Run 1, cells by drive strength:
Drawn at 3 px/um.
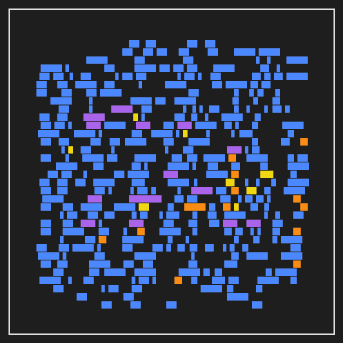
Run 1, close-up of the layout:
Window x 14 to 39, y 68 to 93 um. Cells in grey, sequential cells in the stronger grey; small squares are vias.
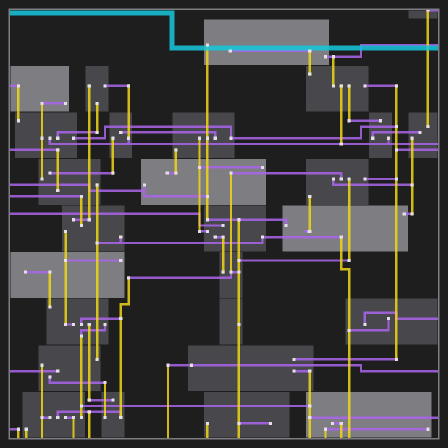
Run 1, signal wires on met1:
Drawn at 4 px/um.
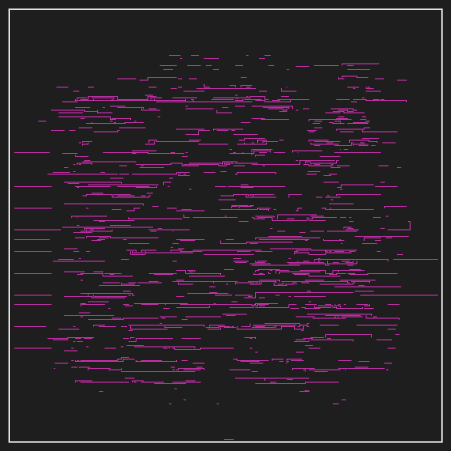
[src/rtl/prime_host_driver.sv]
// Host-side driver for the prime detector: serializes a candidate MSB-first on SDI/SCLK/CS, toggles ready,
// then returns the synchronized is_prime result. Requests are accepted only in IDLE; the response is held until resp_rdy.
module prime_host_driver #(
    parameter int nbits       = 32,
    parameter int sclk_half   = 8,
    parameter int done_lo_max = 64
) (
    input  logic             clk,
    input  logic             reset,
    input  logic             req_val,
    output logic             req_rdy,
    input  logic [nbits-1:0] req_data,
    output logic             resp_val,
    input  logic             resp_rdy,
    output logic             resp_is_prime,
    output logic             SDI,
    output logic             SCLK,
    output logic             CS,
    output logic             ready,
    input  logic             done_in,
    input  logic             is_prime_in
);
    localparam int PW = $clog2(sclk_half);
    localparam int BW = $clog2(nbits);
    localparam int WW = $clog2(done_lo_max + 1);
    localparam logic [PW-1:0] PH_LAST   = PW'(sclk_half - 1);
    localparam logic [BW-1:0] BIT_LAST  = BW'(nbits - 1);
    localparam logic [WW-1:0] WAIT_LAST = WW'(done_lo_max - 1);

    typedef enum logic [2:0] {IDLE, SHIFT, GAP, TOGGLE, WAIT_LO, WAIT_HI, RESP} state_t;

    state_t           state, state_nxt;
    logic [nbits-2:0] shreg, shreg_nxt;
    logic [PW-1:0]    ph_cnt, ph_cnt_nxt;
    logic [BW-1:0]    bit_cnt, bit_cnt_nxt;
    logic [WW-1:0]    wait_cnt, wait_cnt_nxt;
    logic             sclk_nxt, cs_nxt, sdi_nxt, ready_nxt;
    logic             resp_val_nxt, resp_is_prime_nxt;
    logic [1:0]       done_sync, prime_sync;

    always_ff @(posedge clk) begin
        if (!reset) begin
            state         <= IDLE;
            shreg         <= '0;
            ph_cnt        <= '0;
            bit_cnt       <= '0;
            wait_cnt      <= '0;
            SCLK          <= 1'b0;
            CS            <= 1'b1;
            SDI           <= 1'b0;
            ready         <= 1'b0;
            resp_val      <= 1'b0;
            resp_is_prime <= 1'b0;
            done_sync     <= '0;
            prime_sync    <= '0;
        end else begin
            state         <= state_nxt;
            shreg         <= shreg_nxt;
            ph_cnt        <= ph_cnt_nxt;
            bit_cnt       <= bit_cnt_nxt;
            wait_cnt      <= wait_cnt_nxt;
            SCLK          <= sclk_nxt;
            CS            <= cs_nxt;
            SDI           <= sdi_nxt;
            ready         <= ready_nxt;
            resp_val      <= resp_val_nxt;
            resp_is_prime <= resp_is_prime_nxt;
            // is_prime rides the same two-flop delay so it is aligned with done
            done_sync     <= {done_sync[0], done_in};
            prime_sync    <= {prime_sync[0], is_prime_in};
        end
    end

    always_comb begin
        state_nxt         = state;
        shreg_nxt         = shreg;
        ph_cnt_nxt        = ph_cnt;
        bit_cnt_nxt       = bit_cnt;
        wait_cnt_nxt      = wait_cnt;
        sclk_nxt          = SCLK;
        cs_nxt            = CS;
        sdi_nxt           = SDI;
        ready_nxt         = ready;
        resp_val_nxt      = resp_val;
        resp_is_prime_nxt = resp_is_prime;
        case (state)
            IDLE: begin
                if (req_val) begin
                    shreg_nxt   = req_data[nbits-2:0];
                    sdi_nxt     = req_data[nbits-1];
                    cs_nxt      = 1'b0;
                    ph_cnt_nxt  = '0;
                    bit_cnt_nxt = '0;
                    state_nxt   = SHIFT;
                end
            end
            SHIFT: begin
                if (ph_cnt == PH_LAST) begin
                    ph_cnt_nxt = '0;
                    if (!SCLK) begin
                        sclk_nxt = 1'b1;
                    end else begin
                        // falling edge: next bit goes out at the start of the low phase
                        sclk_nxt = 1'b0;
                        if (bit_cnt == BIT_LAST) begin
                            state_nxt = GAP;
                        end else begin
                            sdi_nxt     = shreg[nbits-2];
                            shreg_nxt   = shreg << 1;
                            bit_cnt_nxt = bit_cnt + 1'b1;
                        end
                    end
                end else begin
                    ph_cnt_nxt = ph_cnt + 1'b1;
                end
            end
            GAP: begin
                if (ph_cnt == PH_LAST) begin
                    ph_cnt_nxt = '0;
                    cs_nxt     = 1'b1;
                    sdi_nxt    = 1'b0;
                    state_nxt  = TOGGLE;
                end else begin
                    ph_cnt_nxt = ph_cnt + 1'b1;
                end
            end
            TOGGLE: begin
                ready_nxt    = ~ready;
                wait_cnt_nxt = '0;
                state_nxt    = WAIT_LO;
            end
            WAIT_LO: begin
                // a done left high from the previous run must clear first, but never stall forever
                if (!done_sync[1] || wait_cnt == WAIT_LAST) begin
                    state_nxt = WAIT_HI;
                end else begin
                    wait_cnt_nxt = wait_cnt + 1'b1;
                end
            end
            WAIT_HI: begin
                if (done_sync[1]) begin
                    resp_is_prime_nxt = prime_sync[1];
                    resp_val_nxt      = 1'b1;
                    state_nxt         = RESP;
                end
            end
            RESP: begin
                if (resp_rdy) begin
                    resp_val_nxt = 1'b0;
                    state_nxt    = IDLE;
                end
            end
            default: state_nxt = IDLE;
        endcase
    end

    assign req_rdy = (state == IDLE);

endmodule

[config.mk]
export PLATFORM = sky130hd
export DESIGN_NAME = prime_host_driver
export DESIGN_NICKNAME = d
export VERILOG_FILES = /design/src/rtl/prime_host_driver.sv
export SDC_FILE = /design/constraint.sdc
export NUM_CORES = 1
export LEC_CHECK = 0
export CELL_PAD_IN_SITES_DETAIL_PLACEMENT = 1
export CELL_PAD_IN_SITES_GLOBAL_PLACEMENT = 2
export CORE_MARGIN = 8
export CORE_UTILIZATION = 33
export CTS_CLUSTER_DIAMETER = 50
export CTS_CLUSTER_SIZE = 28
export DETAILED_ROUTE_END_ITERATION = 12
export GPL_ROUTABILITY_DRIVEN = 0
export PLACE_DENSITY_LB_ADDON = 0.15
export SLEW_MARGIN = 20
export SYNTH_ARGS = -nofsm -noshare
export SYNTH_HDL_FRONTEND = slang
export SYNTH_SLANG_ARGS = --single-unit
[constraint.sdc]
create_clock -name clk -period 2.8 [get_ports clk]
set_input_delay 0.7 -clock clk [delete_from_list [all_inputs] [get_ports clk]]
set_output_delay 0.7 -clock clk [all_outputs]
set_load 0.1 [all_outputs]
==> deck_impl_summary.md, run 1 <==
Flow Results at a Glance

Synth
  • Top-count cell post-synth: dfxtp_1
  • Complex Gates by Area: 18.4%
  • Mapped Cells: 285
  • YS chip area: 2780 sq um
  • Mux cell area share after synthesis: 12.9%
  • Yosys cell types: 43
  • Top logic family: AND-OR/OR-AND gates
  • Syn_nets: 328
  • Synth Area in XOR/XNOR: 2.52%
  • Post-synth EDFFs: 0
  • Ys Warns: 0
  • Yosys stat cell total: 285
  • Top cells by area: dfxtp_1 42%, mux2i_1 13%, o211a_1 11%, nand2_1 5.4%, ha_1 2.2%
  • Yosys adder share: 2.25%
  • Avg Inst Size Synth: 9.76 sq um
  • Ys async rst share: 0%

Worst setup path
  • Setup crit end kind: flop
  • CP top delay family: simple AND/OR/NAND/NOR gates
  • R2R Path Start: bit_cnt[0]
  • Slowest CP cell: dfxtp_1
  • Worst Reg-to-Reg Cells: 8
  • Crit-path max FO: 66
  • Most frequent CP cell: ha_1
  • Critical Path End: bit_cnt[4]
  • Crit path from: bit_cnt[0]
  • Kind of critical path: flop to flop
  • CP Cell Sequence: ha_1, and3_1, ha_1, nand4b_1, a211oi_4, buf_12, mux2i_1, nor2_1
  • Worst EP required: 3.02 ns
  • Slowest cell delay on critical path: 0.34 ns

Timing
  • Tightest Pin Transition: 0.481 ns
  • Setup Viol. Count Final: 0
  • Clk_skew: 0.0109 ns
  • Fmax: 0.453 GHz
  • RSZ-0062 raised after global routing: no
  • Cycle use final: 78.9%
  • Worst hold slack: 0.437 ns

Run status
  • Outcome: completed

Routing
  • Drt drc: 0
  • DRT Pass-1 Iters: 4
  • Wire length per cell: 14.8 um
  • Top sig layer: met4
  • Metal2 WL: 2900 um
  • Remaining antenna violation count after routing: 0

Clock network
  • Clk pin slew, worst setup/hold paths: 0.07 ns
  • Postcts setup bufs: 0
  • TritonCTS clock tree: built

Global routing
  • Antenna violations before repair: 0
  • Global-route wire length before repair: 11000 um
  • Vias in the first global route: 2319
  • Met2 Resource Use GR: 18.6%
  • GRT met3 Usage: 4.55%

Finish
  • Clk tree area frac: 5.53%
  • Largest Register: shreg
  • Non-clock buffer area fraction after layout: 14.5%
  • Number of logic inverters in the finished layout: 3
  • ANT cells: 0
  • Layout cells sized above 1: 10.6%
  • Biggest regs: shreg x31, wait_cnt x7, bit_cnt x5
  • Comb/total area: 42.2%
  • Final instance count without filler cells: 435
  • Seq area share: 33.7%
  • Flop area: 1180 sq um
  • Largest cell class: logic gates
  • Seq Cell Count: 59
  • Nets: 368

Power and ir drop
  • Internal Power: 0.00198 W
  • Total power: 0.00310 W
  • Static leakage: 1.78 nW
  • Sw frac: 36.3%

Min path
  • Worst Hold Launch: prime_sync[0]
  • Worst hold-check path type: flop to flop

Place
  • Inst Count DP: 419
  • Pre-CTS setup slack: 0.361 ns
  • I/O Buffers: 44
  • HPWL after DPL: 4430 um

Run
  • OpenROAD warnings: 26
  • # Max-Cap Violations: 0

Floorplan
  • Placeable Area: 8220 sq um
  • DIE HEIGHT: 108 um
Back to the opening pictures, 'cells by drive strength':
colour	size	cells	share	most used
yellow	drive 2	8	2.4%	clkinv_2
orange	drive 3 to 4	13	3.9%	buf_4
purple	drive 6 and up	14	4.2%	clkbuf_8
blue	drive 1 or less	295	89%	dfxtp_1
number of non-clock buffers in the layout: 51
fin area: 3500 sq um
post-route setup slack: 0.591 ns
Area Overhead vs Synth: 25.9%

Back to the opening pictures, 'close-up of the layout':
colour	layer
yellow	met2
cyan	met3
purple	met1
sequential cells in the window	5
netlist names of flops here include	`shreg` (5)
most frequent	o211a_1 (6), nand2_1 (5), dfxtp_1 (5)
cells with their middle in the window	24

Back to the opening pictures, 'signal wires on met1':
nets with wire on the layer	339
longest straight run	27.6 um
main direction	horizontal
wire length on this layer	3150 um
vias after detailed routing: 2196
WL final: 6430 um
GR Layer Usage met1: 14.3%

## run 1: power by group through the flow
stage	combinational [W]	sequential (W)	clock (W)
6_report	0.00122	0.00111	0.000773
5_1_grt	0.00134	0.00113	0.000844
4_1_cts	0.00124	0.00111	0.000803
3_5_place_dp	0.00124	0.00113	0
3_3_place_gp	0.00122	0.00112	0
2_1_floorplan	0.000920	0.00118	0
## run 1: cell usage in the layout (no fill, tap or decap), drive strengths merged, types with 7 or more instances in the layout
cell type / instances
dfxtp: 59
nand2: 40
mux2i: 36
clkdlybuf4s50: 36
o211a: 31
buf: 15
nor2: 13
clkbuf: 11
and2: 7
Run 1, cell classes on the final placement:
Drawn at 3 px/um.
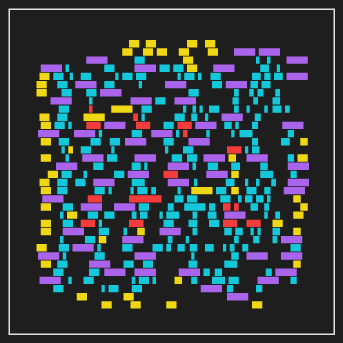

--- run 2 (diff from run 1) ---
Settings changed: CORE_UTILIZATION 33 to 30.
Clock period 2.8 ns to 1.82 ns, I/O delays scaled along.
Run 2, cell classes on the final placement:
Drawn at 3 px/um.
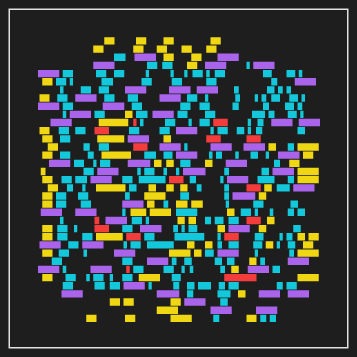
colour	class	cells	share of their area
purple	flip-flops	59	30%
cyan	all other logic	204	40%
yellow	other buffers and delay cells	82	24%
red	clock drivers and dummy loads	15	5.0%
fin area: 4050 sq um
Seq area share: 29.3%
Placeable Area: 9110 sq um

==> run 2 against run 1 <==
The run now ends with negative setup slack left. Total power increased by 78%. Design area is 16% higher. Clock skew is 0.0042 ns lower. Via count grew 4.8%. Sequential cell count did not move. Non-clock buffer count grew 31. Sequential power is 57% higher. Combinational power rose by 110%. Sequential share of layout area down 4.4 points. Final cell count grew 8.3%.
==> deck_impl_summary.md, run 2 <==
Flow Results at a Glance

Finish
  • Most frequent cells in the layout: 55 x dfxtp_1, 36 x mux2i_1, 36 x clkdlybuf4s50_1
  • Largest cell class: logic gates
  • ANT cells: 0 (unchanged)
  • Largest Register: shreg
  • Clk tree area frac: 4.78% (-0.75 points)
  • # fillers: 1014
  • Biggest regs: shreg x31, wait_cnt x7, bit_cnt x5
  • Number of non-clock buffers in the layout: 82 (+61%)
  • Most frequent logic cell in the layout: dfxtp_1
  • Non-clock buffer area fraction after layout: 23.5% (+9.0 points)
  • Nets: 399 (+8.4%)
  • Flop area: 1190 sq um (+0.42%)
  • Seq Cell Count: 59 (unchanged)
  • Layout cells sized above 1: 22.2% (+12 points)
  • Final instance count without filler cells: 471 (+8.3%)
  • Clock buf count: 13
  • Number of logic inverters in the finished layout: 3 (unchanged)
  • Utilization after layout: 44.5%
  • Max reg flops: 31
  • Area Overhead vs Synth: 45.7%
  • Comb/total area: 38.8% (-3.4 points)
  • Logic area: 1570 sq um
  • Multi-input gates: 201

Worst setup path
  • CP top delay family: buffers and inverters
  • Worst Reg-to-Reg Cells: 10 (+2)
  • Critical Path End: shreg[23]
  • Worst EP required: 2.05 ns (-0.97 ns)
  • Kind of critical path: flop to flop
  • Crit path from: bit_cnt[0]
  • Worst flop-to-flop path endpoint: shreg[23]
  • Critical Path Start Type: flop
  • Setup crit end kind: flop
  • Most frequent CP cell: ha_4
  • Crit-path max FO: 6 (-91%)
  • Buf/Inv on CP: 3
  • CP Data Arrival Time: 2.24 ns
  • CP Cell Sequence: ha_4, and3_4, ha_4, nand4b_1, a211oi_4, buf_6, buf_8, buf_16, nand2_4, o211a_1
  • R2r setup slk: -0.19 ns
  • Slowest cell delay on critical path: 0.34 ns (about the same)
  • R2R Path Start: bit_cnt[0]
  • Slowest CP cell: dfxtp_2
  • Critical path depth: 10

Synth
  • Yosys adder share: 2.25% (unchanged)
  • Synth Seq Share: 42.4%
  • Synth flops: 59
  • Syn_nets: 328 (unchanged)
  • Synth Area in XOR/XNOR: 2.52% (unchanged)
  • Cell area after synthesis: 2780 sq um
  • Top cells by count: 59 x dfxtp_1, 40 x nand2_1, 36 x mux2i_1, 31 x o211a_1, 13 x nor2_1
  • Ys async rst share: 0% (unchanged)
  • Ys Warns: 0 (unchanged)
  • Post-synth EDFFs: 0 (unchanged)
  • YS chip area: 2780 sq um (unchanged)
  • Top cell type's share of synthesized area: 42.4%
  • Top-count cell post-synth: dfxtp_1
  • Mapped Cells: 285 (unchanged)
  • Largest area contributor in the netlist: dfxtp_1
  • Top cells by area: dfxtp_1 42%, mux2i_1 13%, o211a_1 11%, nand2_1 5.4%, ha_1 2.2%
  • Avg Inst Size Synth: 9.76 sq um (unchanged)
  • Yosys stat cell total: 285 (unchanged)
  • Ys flop type: dfxtp_1
  • Basic Gates by Area: 16.5%
  • Yosys cell types: 43 (unchanged)
  • Mux cell area share after synthesis: 12.9% (unchanged)
  • Top logic family: AND-OR/OR-AND gates
  • Complex Gates by Area: 18.4% (unchanged)

Timing
  • Setup tns final: -5.14 ns
  • Worst hold slack: 0.434 ns (-0.00368 ns)
  • Hold Fails Final Rpt: 0
  • Setup Viol. Count Final: 36 (+36)
  • RSZ-0062 raised after global routing: yes
  • Tightest Pin Transition: 0.502 ns (+0.0206 ns)
  • Clk_skew: 0.00671 ns (-0.00419 ns)
  • Slew Limit Headroom: 66.3%
  • Cycle use final: 111% (+32 points)
  • Fin crit period: 2.01 ns
  • Slew Viols, Final: 0
  • Fmax: 0.497 GHz (+9.8%)
  • Post-route setup slack: -0.191 ns (-0.782 ns)

Clock network
  • CTS buffer count: 9
  • TritonCTS clock tree: built
  • Hold Buf Count CTS: 0
  • CTS H-tree lvls: 3
  • Clk latency late pin: 0.33 ns
  • Deepest clock path buffer count: 2
  • Clk root buf: clkbuf_8
  • Clk pin slew, worst setup/hold paths: 0.07 ns (about the same)
  • Num Clock Sinks: 59

Global routing
  • Largest net degree at the start of global routing: 22
  • Gr usage total: 11.9%
  • Global-route wire length before repair: 12100 um (+11%)
  • Remaining global-route overflow: 0
  • Vias in the first global route: 2555 (+10%)
  • Antenna violations before repair: 0 (unchanged)

Power and ir drop
  • Total power: 0.00552 W (+78%)
  • Static leakage: 2.03 nW (+14%)
  • P per Cell Area: 1360 nW/um^2
  • VDD IR-drop max: 0.611 mV

Routing
  • Vias per cell: 4.89
  • DR iter-0 viols: 67
  • DRT Pass-1 Iters: 4 (unchanged)
  • Remaining antenna violation count after routing: 0 (unchanged)
  • WL final: 7310 um (+14%)
  • Wire length per cell: 15.5 um (+4.9%)
  • Drt drc: 0 (unchanged)
  • Vias after detailed routing: 2301 (+4.8%)

Place
  • I/O Buffers: 44 (unchanged)
  • Pre-CTS setup slack: -0.220 ns (-0.581 ns)
  • Area of placed instances: 3590 sq um
  • HPWL after DPL: 4910 um (+11%)
  • Inst Count DP: 444 (+6.0%)

Floorplan
  • Overall die width: 112 um
  • N_taps: 111
  • Total die size: 12600 sq um
  • DIE HEIGHT: 112 um (+4.2%)
  • Rows: 35
  • Initial Util: 30.5%
  • I/O pins: 45

Min path
  • Hold path endpoint: done_sync[1]
  • Hold Path Cell Cnt: 1
  • Worst Hold Launch: done_sync[0]
  • Worst hold-check path type: flop to flop

Run
  • OpenROAD warnings: 29 (+12%)
  • # Max-Cap Violations: 0 (unchanged)

Run status
  • Failing checks: negative setup slack
  • Outcome: complete, but fails checks
run 2: cell counts after synthesis:
No cell type changed its count.
run 2: layer usage:
layer	vias to the layer above	global-route usage, %	share of wire [%]
met5	-	0	0
met4	0	4.32	1.1
met3	6	3.11	2.9
met2	31	20.9	50
met1	1098	13.5	46
li1	1166	-	-
run 2: cells by family after synthesis:
family	after synthesis
flops	59
xor+xnor	8
simple gates	93
mux	36
compound gates	59
buf+inv	25
fa+ha+maj	5
run 2: repair_timing:
item,in CTS,in global routing
cloned,3,2
setup buffers,3,4
gates resized,5,16
endpoints found under the setup margin,37,37
pin swaps,2,5
run 2: power breakdown:
group          total, W  internal, W  switching, W
Sequential      0.00174      0.00157      0.000165
Clock           0.00121     0.000699      0.000506
Combinational   0.00258      0.00132       0.00125
Power and IR drop assume default switching activity.
